### src/rtl/max7219_chain_rx.sv
// max7219_chain_rx: receiver and register model for a daisy chain of MAX7219
// LED-matrix drivers. It deserialises the 3-wire SPI bundle and, when chip
// select rises, latches one 16-bit command per device. The per-device
// registers are exposed through a registered read port.
//
// Ports:
//   clk_in       system clock, rising edge
//   rst_in       synchronous active-high reset
//   spi_in       [0] SCLK, [1] DIN, [2] CS_n (asynchronous to clk_in)
//   rd_dev       device index to read
//   rd_addr      register address to read
//   rd_data      registered read data (1-cycle latency)
//   frame_valid  one-cycle pulse: a complete frame was committed
//   frame_err    one-cycle pulse: frame discarded because of a wrong bit count
//   upd_mask     devices written by the last committed frame
//   bit_cnt      bits received in the current frame (saturating)
module max7219_chain_rx #(
    parameter int unsigned N_DEV = 8,
    parameter int unsigned DEV_W = 3
) (
    input  logic             clk_in,
    input  logic             rst_in,
    input  logic [2:0]       spi_in,
    input  logic [DEV_W-1:0] rd_dev,
    input  logic [3:0]       rd_addr,
    output logic [7:0]       rd_data,
    output logic             frame_valid,
    output logic             frame_err,
    output logic [N_DEV-1:0] upd_mask,
    output logic [15:0]      bit_cnt
);

    localparam int unsigned FRAME_W    = 16 * N_DEV;
    localparam logic [15:0] FRAME_BITS = 16'(FRAME_W);
    localparam logic [2:0]  BUS_IDLE   = 3'b100;

    typedef enum logic [1:0] {S_IDLE, S_SHIFT, S_COMMIT, S_ERROR} state_t;

    state_t             r_state;
    logic [2:0]         r_sync1;
    logic [2:0]         r_sync2;
    logic [2:0]         r_prev;
    logic [FRAME_W-1:0] r_shift;

    logic [7:0] r_digit     [N_DEV][8];
    logic [7:0] r_decode    [N_DEV];
    logic [3:0] r_intensity [N_DEV];
    logic [2:0] r_scan      [N_DEV];
    logic       r_shdn_n    [N_DEV];
    logic       r_test      [N_DEV];

    logic       w_sclk_rise;
    logic       w_cs_fall;
    logic       w_cs_rise;
    logic       w_sample;
    logic [3:0] w_addr [N_DEV];
    logic [7:0] w_data [N_DEV];
    logic [N_DEV-1:0] w_upd;
    logic [7:0] w_rd_val;
    logic       w_unused;

    // Edge detection on the synchronised bus
    assign w_sclk_rise = r_sync2[0] & ~r_prev[0];
    assign w_cs_fall   = ~r_sync2[2] & r_prev[2];
    assign w_cs_rise   = r_sync2[2] & ~r_prev[2];
    // CS_n must be low on both samples, so an SCLK edge coincident with a CS_n edge is dropped
    assign w_sample    = w_sclk_rise & ~r_sync2[2] & ~r_prev[2];

    // Per-device word split; device k owns word bits [16k+15:16k]
    always_comb begin
        w_upd    = '0;
        w_unused = r_prev[1];
        for (int k = 0; k < N_DEV; k++) begin
            w_addr[k] = r_shift[16*k+8 +: 4];
            w_data[k] = r_shift[16*k +: 8];
            w_unused  = w_unused ^ (^r_shift[16*k+12 +: 4]);
            case (w_addr[k])
                4'h0, 4'hD, 4'hE: w_upd[k] = 1'b0;
                default:          w_upd[k] = 1'b1;
            endcase
        end
    end

    // Read mux; unmatched devices and addresses return zero
    always_comb begin
        w_rd_val = 8'h00;
        for (int k = 0; k < N_DEV; k++) begin
            if (rd_dev == DEV_W'(k)) begin
                case (rd_addr)
                    4'h1, 4'h2, 4'h3, 4'h4,
                    4'h5, 4'h6, 4'h7, 4'h8: w_rd_val = r_digit[k][3'(rd_addr - 4'd1)];
                    4'h9:                   w_rd_val = r_decode[k];
                    4'hA:                   w_rd_val = {4'h0, r_intensity[k]};
                    4'hB:                   w_rd_val = {5'h00, r_scan[k]};
                    4'hC:                   w_rd_val = {7'h00, r_shdn_n[k]};
                    4'hF:                   w_rd_val = {7'h00, r_test[k]};
                    default:                w_rd_val = 8'h00;
                endcase
            end
        end
    end

    // Synchronisers, frame FSM, register file and read port
    always_ff @(posedge clk_in) begin
        if (rst_in) begin
            r_state     <= S_IDLE;
            r_sync1     <= BUS_IDLE;
            r_sync2     <= BUS_IDLE;
            r_prev      <= BUS_IDLE;
            r_shift     <= '0;
            rd_data     <= 8'h00;
            frame_valid <= 1'b0;
            frame_err   <= 1'b0;
            upd_mask    <= '0;
            bit_cnt     <= 16'h0000;
            for (int k = 0; k < N_DEV; k++) begin
                for (int j = 0; j < 8; j++) begin
                    r_digit[k][j] <= 8'h00;
                end
                r_decode[k]    <= 8'h00;
                r_intensity[k] <= 4'h0;
                r_scan[k]      <= 3'h0;
                r_shdn_n[k]    <= 1'b0;
                r_test[k]      <= 1'b0;
            end
        end else begin
            r_sync1     <= spi_in;
            r_sync2     <= r_sync1;
            r_prev      <= r_sync2;
            frame_valid <= 1'b0;
            frame_err   <= 1'b0;
            rd_data     <= w_rd_val;

            case (r_state)
                S_IDLE: begin
                    if (w_cs_fall) begin
                        bit_cnt <= 16'h0000;
                        r_state <= S_SHIFT;
                    end
                end
                S_SHIFT: begin
                    if (w_cs_rise) begin
                        if (bit_cnt == FRAME_BITS) begin
                            frame_valid <= 1'b1;
                            upd_mask    <= w_upd;
                            r_state     <= S_COMMIT;
                            for (int k = 0; k < N_DEV; k++) begin
                                case (w_addr[k])
                                    4'h1, 4'h2, 4'h3, 4'h4,
                                    4'h5, 4'h6, 4'h7, 4'h8:
                                        r_digit[k][3'(w_addr[k] - 4'd1)] <= w_data[k];
                                    4'h9: r_decode[k]    <= w_data[k];
                                    4'hA: r_intensity[k] <= w_data[k][3:0];
                                    4'hB: r_scan[k]      <= w_data[k][2:0];
                                    4'hC: r_shdn_n[k]    <= w_data[k][0];
                                    4'hF: r_test[k]      <= w_data[k][0];
                                    default: ;
                                endcase
                            end
                        end else begin
                            frame_err <= 1'b1;
                            r_state   <= S_ERROR;
                        end
                    end else if (w_sample) begin
                        r_shift <= {r_shift[FRAME_W-2:0], r_sync2[1]};
                        if (bit_cnt != 16'hFFFF) begin
                            bit_cnt <= bit_cnt + 16'd1;
                        end
                    end
                end
                S_COMMIT, S_ERROR: begin
                    // A new frame may start immediately after the pulse cycle
                    if (w_cs_fall) begin
                        bit_cnt <= 16'h0000;
                        r_state <= S_SHIFT;
                    end else begin
                        r_state <= S_IDLE;
                    end
                end
                default: r_state <= S_IDLE;
            endcase
        end
    end

endmodule
### config.mk
export PLATFORM = sky130hd
export DESIGN_NAME = max7219_chain_rx
export DESIGN_NICKNAME = d
export VERILOG_FILES = /design/src/rtl/max7219_chain_rx.sv
export SDC_FILE = /design/constraint.sdc
export NUM_CORES = 1
export LEC_CHECK = 0
export CORE_MARGIN = 5
export CORE_UTILIZATION = 40
export CTS_CLUSTER_SIZE = 12
export DETAILED_ROUTE_END_ITERATION = 6
export PLACE_DENSITY_LB_ADDON = 0.05
export RECOVER_POWER = 50
export SKIP_LAST_GASP = 1
export SLEW_MARGIN = 40
export SYNTH_ARGS = -nofsm -noshare
export SYNTH_HDL_FRONTEND = slang
export SYNTH_SLANG_ARGS = --single-unit
export TNS_END_PERCENT = 1
### constraint.sdc
create_clock -name clk_in -period 8.1 [get_ports clk_in]
set_input_delay 2.025 -clock clk_in [delete_from_list [all_inputs] [get_ports clk_in]]
set_output_delay 2.025 -clock clk_in [all_outputs]
set_load 0.02 [all_outputs]
==> results.json <==
{
  "timing.final.max_slew_violations": 166,
  "r2r_cells": 6,
  "min-delay-start": "r_sync1[2]",
  "post_synth_and_or_nand_nor_area_fraction": 0.161,
  "antenna_found_initial": 1,
  "clock_path_buffers": 3,
  "via_count_of_the_first_global_routing_pass": 24517,
  "route.met2.wl_mm": 49.4,
  "antenna_cells_inserted": 1,
  "p_switching_w": 0.00205,
  "crit_cells": 4,
  "yosysChipArea_um2": 35900,
  "worst_pin_slew_ps": 2480,
  "yosys_most_used_dff": "dfxtp_1",
  "r2r_setup_slack_ps": 1930,
  "final_hold_fails": 0,
  "area_share_clock_buf_inv": 0.0769,
  "grt_setup_unrepaired": "no",
  "cp_top_family": "buffers and inverters",
  "comb_area_share": 0.361,
  "synth-edff-count": 400,
  "warnings": 61,
  "fa_ha_area_frac": 0.0157,
  "num_io_pins": 46,
  "power.combinational.fraction": 0.053,
  "non_clock_inverter_count": 29,
  "pwr_density_cell_nw_per_um2": 227,
  "vias_per_cell": 5.62,
  "p_clk_w": 0.00426,
  "hpwlAfterDp_mm": 70.2,
  "seq_area_um2": 20300,
  "worstPathRequired_ps": 8460,
  "p_seq_w": 0.00447,
  "fp_nets": 3247,
  "fp.dieArea_um2": 96000,
  "outcome": "finished, violations left",
  "crit_path_max_incr_delay_ps": 1720,
  "placed_cells": 4221,
  "power_frac_seq": 0.485,
  "tap_cells": 1176,
  "pre_place_util": 0.401,
  "switching_share": 0.222,
  "timing.critical_path.to": "r_decode[1][0]",
  "met3_wirelength_mm": 5.73,
  "ys_seq_share": 0.566,
  "cts_setup_buffers": 0,
  "syn2layout_area_growth_pct": 12.7,
  "postSynthCellCount": 3190,
  "worst_clock_skew_ps": 21.6,
  "finish.instance_area_um2": 40500,
  "final.setup.worst_slack_ps": 1830,
  "cp_cell_sequence": "clkbuf_1 -> inv_1 -> nand2_1 -> nor3_1",
  "grt.busiest_layer": "met2",
  "asyncSetResetFlopFracSynth": 0,
  "drv_cap": 5,
  "drc_errors": 0,
  "finalWeightedCongestion": 0.886,
  "cts_tree": "yes",
  "violations": "max-capacitance violations, max-slew violations",
  "cp_num_buf_inv": 2,
  "cts.sinks": 816,
  "clkPwrFrac": 0.462,
  "r2r-start": "r_sync2[2]"
}
state kept, by name, indices dropped and copies added, names as in the netlist:
| register | flops |
|---|---|
| frame_valid | 1 |
| r_state | 2 |
| r_scan | 24 |
| r_test | 8 |
| r_digit | 512 |
| frame_err | 1 |
| rd_data | 8 |
| r_decode | 64 |
| r_sync2 | 3 |
| r_prev | 2 |
| r_sync1 | 3 |
| r_intensity | 32 |
| upd_mask | 8 |
| bit_cnt | 16 |
| r_shdn_n | 8 |
| r_shift | 124 |
cell usage after synthesis (42+ instances only):
cell type  count  area (um^2)
and2_1       148          926
dfxtp_1      416         8330
nand3_1       63          315
ha_1          45          563
clkbuf_1     186          698
edfxtp_1     400        12000
mux4_2       105         2360
a21oi_1      185          926
mux2i_1      282         2820
nand2_1      461         1730
nor3_1        42          210
nor2_1       344         1290
Figure 1. Met2 routing.
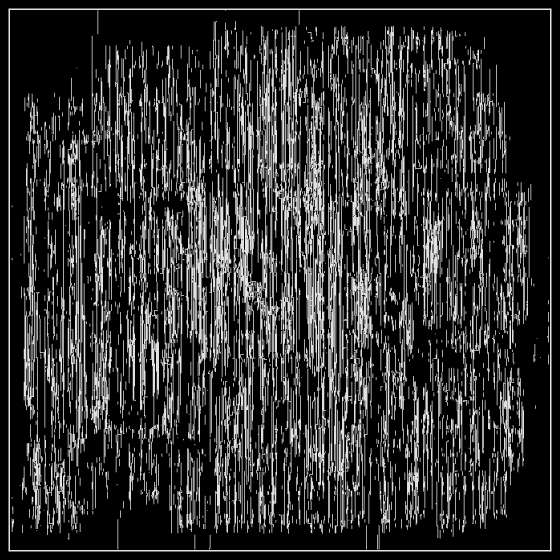
main direction: vertical
wire length on this layer: 49.4 mm
share of all routed wire: 46%

Figure 2. Congestion heat map.
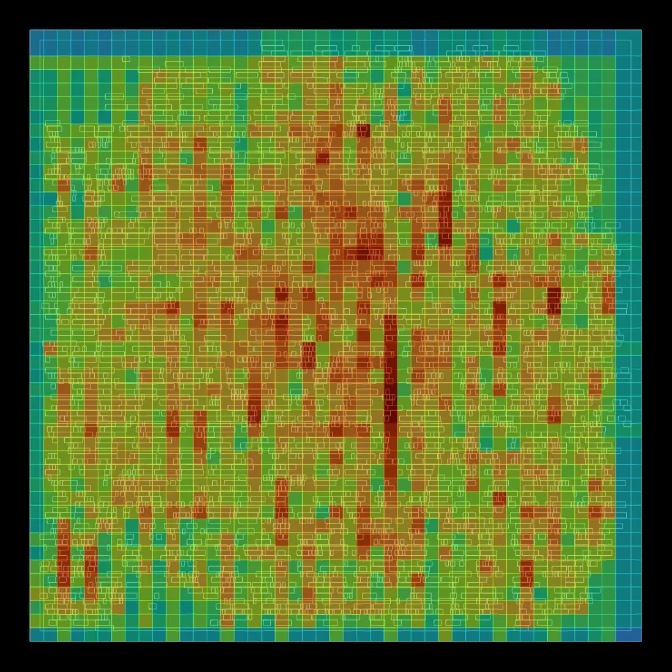
Global Route Usage Sum: 0.224
global routing usage on met3: 0.0347
wire length per cell: 24.6 um
post-layout util: 0.452
met1 Usage GRT: 0.326

Figure 3. M3 wires.
Bar = 100 um.
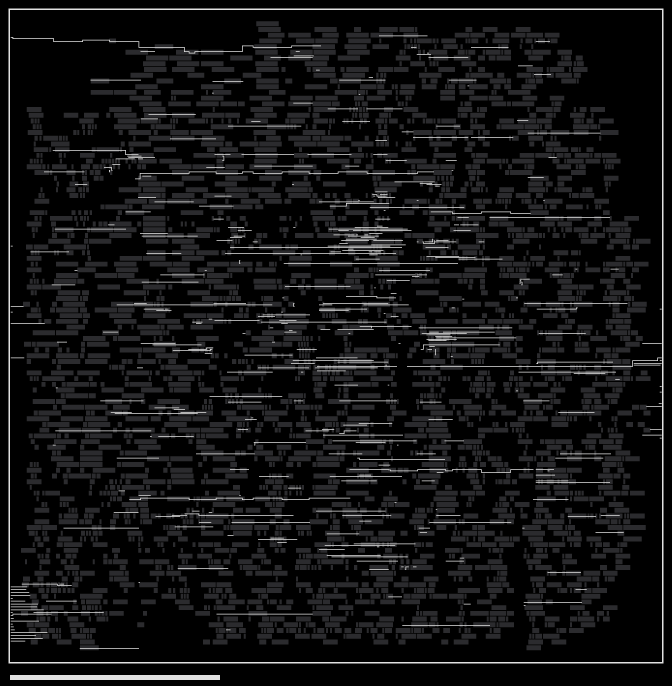
share of all routed wire: 5.3%
nets with wire on the layer: 240
routed wire length: 108 mm
total vias in the final route: 24679

Figure 4. Met1 routing.
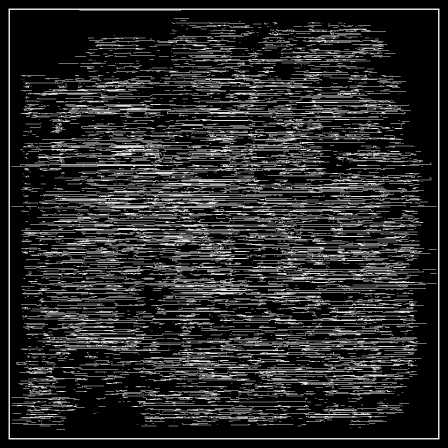
wire length on this layer: 50.3 mm
longest straight run: 73.1 um
nets with wire on the layer: 3066
share of all routed wire: 46%

Figure 5. M4 wires.
Bar = 100 um.
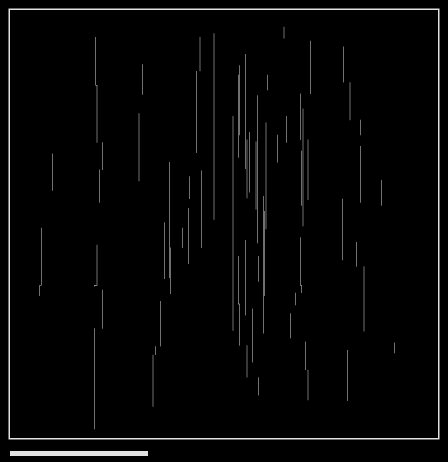
share of all routed wire: 2.5%
nets with wire on the layer: 31
main direction: vertical
wire length on this layer: 2700 um
longest straight run: 155 um

